Met1 routing:
Supply wires on this layer in grey.
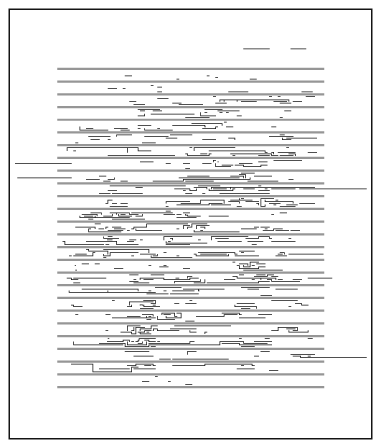
Metal 2:
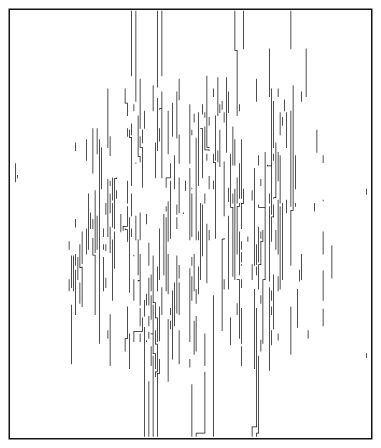
$ cat config.mk
export PLATFORM = sky130hd
export DESIGN_NAME = mux_scan_sequencer
export DESIGN_NICKNAME = d
export VERILOG_FILES = /design/src/rtl/mux_scan_sequencer.sv
export SDC_FILE = /design/constraint.sdc
export NUM_CORES = 1
export LEC_CHECK = 0
export CAP_MARGIN = 0
export CORE_ASPECT_RATIO = 1.25
export CORE_MARGIN = 10
export CORE_UTILIZATION = 42
export DETAILED_ROUTE_END_ITERATION = 10
export HOLD_SLACK_MARGIN = 0.03
export MAX_ROUTING_LAYER = met4
export SLEW_MARGIN = 20
export SYNTH_ARGS = -nofsm -noshare
export SYNTH_HDL_FRONTEND = slang
export SYNTH_SLANG_ARGS = --single-unit
$ cat constraint.sdc
create_clock -name clk -period 2.03 [get_ports clk]
set_input_delay 0.406 -clock clk [delete_from_list [all_inputs] [get_ports clk]]
set_output_delay 0.406 -clock clk [all_outputs]
set_load 0.01 [all_outputs]
$ cat src/rtl/mux_scan_sequencer.sv
`default_nettype none
// ============================================================================
// Module   : mux_scan_sequencer
// Purpose  : Steps an 8:1 mux select, waits SETTLE cycles per enabled channel,
//            samples y_in and offers the assembled byte on valid/ready.
//            Optional macro MUX_SCAN_CONTINUOUS_EN: rescan right after handshake.
// Revision : 1.0
// ============================================================================
module mux_scan_sequencer #(
   parameter int unsigned SETTLE = 1
) (
   input  logic       clk,
   input  logic       rst_n,
   input  logic       i_start,
   input  logic [7:0] i_mask,
   input  logic       i_y_in,
   output logic [2:0] o_sel,
   output logic [7:0] o_data_out,
   output logic       o_valid,
   input  logic       i_ready,
   output logic       o_busy
);

   localparam logic [3:0] c_SETTLE = 4'(SETTLE);
`ifdef MUX_SCAN_CONTINUOUS_EN
   localparam logic c_CONTINUOUS = 1'b1;
`else
   localparam logic c_CONTINUOUS = 1'b0;
`endif

   typedef enum logic [1:0] {
      S_IDLE = 2'd0,
      S_SCAN = 2'd1,
      S_HOLD = 2'd2
   } state_t;

   state_t     r_state;
   state_t     w_state_nxt;
   logic [2:0] r_sel;
   logic [3:0] r_cnt;
   logic [7:0] r_mask;
   logic [7:0] r_word;
   logic [7:0] r_data;
   logic       r_valid;

   logic       w_chan_en;
   logic       w_slot_done;
   logic       w_last;
   logic       w_accept;
   logic       w_handshake;
   logic [7:0] w_word_nxt;

   // A masked channel finishes its slot immediately and contributes a zero bit.
   assign w_chan_en   = r_mask[r_sel];
   assign w_slot_done = (r_state == S_SCAN) && (!w_chan_en || (r_cnt == 4'd0));
   assign w_last      = (r_sel == 3'd7);
   assign w_accept    = (r_state == S_IDLE) && i_start;
   assign w_handshake = (r_state == S_HOLD) && r_valid && i_ready;
   assign w_word_nxt  = r_word | ({7'b0, w_chan_en & i_y_in} << r_sel);

   always_ff @(posedge clk or negedge rst_n) begin
      if (!rst_n) begin
         r_state <= S_IDLE;
      end else begin
         r_state <= w_state_nxt;
      end
   end

   always_comb begin
      w_state_nxt = r_state;
      case (r_state)
         S_IDLE: begin
            if (i_start) w_state_nxt = S_SCAN;
         end
         S_SCAN: begin
            if (w_slot_done && w_last) w_state_nxt = S_HOLD;
         end
         S_HOLD: begin
            if (w_handshake) begin
               if (c_CONTINUOUS) w_state_nxt = S_SCAN;
               else              w_state_nxt = S_IDLE;
            end
         end
         default: w_state_nxt = S_IDLE;
      endcase
   end

   always_ff @(posedge clk or negedge rst_n) begin
      if (!rst_n) begin
         r_sel   <= 3'd0;
         r_cnt   <= 4'd0;
         r_mask  <= 8'h00;
         r_word  <= 8'h00;
         r_data  <= 8'h00;
         r_valid <= 1'b0;
      end else if (w_accept) begin
         r_mask <= i_mask;
         r_sel  <= 3'd0;
         r_cnt  <= c_SETTLE;
         r_word <= 8'h00;
      end else if (r_state == S_SCAN) begin
         if (w_slot_done) begin
            if (w_last) begin
               r_data  <= w_word_nxt;
               r_valid <= 1'b1;
            end else begin
               r_word <= w_word_nxt;
               r_sel  <= r_sel + 3'd1;
               r_cnt  <= c_SETTLE;
            end
         end else begin
            r_cnt <= r_cnt - 4'd1;
         end
      end else if (w_handshake) begin
         r_valid <= 1'b0;
         r_sel   <= 3'd0;
         if (c_CONTINUOUS) begin
            r_cnt  <= c_SETTLE;
            r_word <= 8'h00;
         end
      end
   end

   assign o_sel      = r_sel;
   assign o_data_out = r_data;
   assign o_valid    = r_valid;
   assign o_busy     = (r_state != S_IDLE);

endmodule
`default_nettype wire
==> out/results.tsv <==
metric	value	unit
number of enable flip-flop cells	0	
count of tool warnings	27	
top cells by count	dfrtp_1, nand2_1, a21oi_1, nor2_1, mux2_2	
count of antenna-violating nets left after detailed routing	0	
drt pass-1 iters	4	
final-report max-slew violation count	0	
worst flop-to-flop path endpoint	r_cnt[2]	
detailed-route DRC error count	0	
die height	91.5	um
total global-route track usage	11.6	%
number of standard cells in the final layout excluding fillers	248	
starting density of the core	44.2	%
Max Cap Violations	0	
Util after Layout	55.7	%
Seq share, synth	49.6	%
Top-area cell share	49.6	%
post-synth design cell area	1720	sq um
Hold Worst Slack	489	ps
Die Footprint	7060	sq um
met3 demand-to-capacity share in global routing	3.75	%
master cell of the clock root buffer	clkbuf_8	
worst clock skew	5.41	ps
DP Cell Count	240	
most frequently placed logic cells in the final layout	dfrtp_1, clkdlybuf4s50_1, nand2_1	
Final WS setup	127	ps
type of the setup path with the least slack	reg2reg	
Crit path max-delay family	AND-OR/OR-AND gates	
post-CTS setup buffer count	0	
hold bufs inserted after CTS	0	
power density over the cells	1610	nW/um^2
setup violators final	0	
Fmax	526	MHz
horizontal die dimension	77.2	um
number of nets at floorplan	176	
Static Leak	0.910	nW
top post-synthesis cells by area	dfrtp_1, mux2_2, a21oi_1, nand2_1, nor2_1	
Detail Placement HPWL	2860	um
clock slew at the register clock pins of the worst setup and hold paths	70	ps
cell area after layout	2160	sq um
total overflow reported by the global router	0	
number of global-route vias before repair	1368	
largest driver fanout on the critical path	9	
final critical delay including setup and external delays	1900	ps
post-route fraction of the period consumed by the critical path	93.7	%
number of warning messages in the yosys log	0	
fraction of met1 tracks used by global routing	12.0	%
number of cells on the worst reg-to-reg path	6	
proportion of layout cells with a drive suffix above 1	19.1	%
Yosys top cell by instances	dfrtp_1	
clock insertion delay at the later pin of the skew report	280	ps
average footprint of a synthesized cell	10.8	sq um
post-route setup TNS	0	ps
Hold Fails Final Rpt	0	
total CTS buffers	5	
run status	finished clean	
number of storage elements in the synthesis netlist	34	
commonest register cell after synthesis	dfrtp_1	
std cell rows	25	
wire length of the first global-routing pass	6490	um
RD Place Congestion	0.785	
maximum resistive drop on vdd	808	uV
number of nets in the finished design	210	
startpoint kind of the worst setup timing path	flop	
worst slack at placement	43.5	ps
largest area contributor in the netlist	dfrtp_1	
Hold Path Stages	2	
maximum number of pins on one net before global-route repair	35	
hold path endpoint	r_word[5]	
Sink Count	34	
max-slew headroom at the worst pin	71.4	%
number of antenna violations at the first check in global routing	0	
Critical Path Stages	6	
area growth from synthesis to layout	26.0	%
PostCTS Resize Cnt	0	
unrepaired setup endpoints after global routing	false	
Critical Path Max Stage Delay	510	ps
number of different library cells in the post-synthesis netlist	41	
Worst-Margin Slew	430	ps
worst endpoint data arrival time	2070	ps
startpoint of the worst-slack reg-to-reg timing path	o_sel[0]	
Tightest Hold Check Type	reg2reg	
highest metal layer used by the detailed router	met4	
chip area from the yosys synthesis statistics	1720	sq um
hold wc startpoint	r_word[5]	
Met1 Wirelength	1520	um
share of async-settable or async-resettable flops after synthesis	100	%
drt initial violations	50	
routed len/inst	15.3	um
sum of met2 wire segment lengths after detailed routing	2100	um
TritonCTS clock tree	yes	
Max clock buf depth	2	
crit path DRT	2200	ps
ratio of routed vias to standard cells	5.20	
grt peak-use layer	met2	
reg2reg setup slack	130	ps
Cell Chain, Critical Path	ha_1 > ha_1 > nand2b_1 > a21oi_1 > a31oi_1 > a211o_1	
cell total in the yosys stat output	159	
Back to the opening pictures, 'met1 routing':
wire length on this layer = 1,520 um
share of all routed wire = 40%
nets with wire on the layer = 194

Back to the opening pictures, 'metal 2':
share of all routed wire = 56%
main direction = vertical
longest straight run = 43.5 um
wire length after detailed routing: 3790 um
total vias in the final route: 1,289
routing usage on met2: 20.5%

==> report_power, final <==
part           total [W]  internal, W  switching (W)
Combinational    0.00172     0.000887       0.000833
Clock           0.000512     0.000274       0.000239
Sequential       0.00125     0.000970       0.000280
==> cell families after synthesis <==
group	synth area share (%)
multiplexers	10.2
AND/OR/NAND/NOR	16.2
flip-flops	49.6
buffers and inverters	2.84
adder cells (fa/ha/maj)	2.92
AND-OR/OR-AND	18.2
==> area by class of cell <==
| cell class | instances | area (sq um) |
|---|---|---|
| well taps | 54 | 67.6 |
| clock inverters | 1 | 5.00 |
| flip-flops and latches | 34 | 852 |
| repair buffers | 30 | 313 |
| multi-input cells | 116 | 816 |
| fillers | 371 | 1720 |
| inverters | 6 | 22.5 |
| clock buffers | 7 | 86.3 |
No activity file was given, so power comes from the tool's default toggle rates.
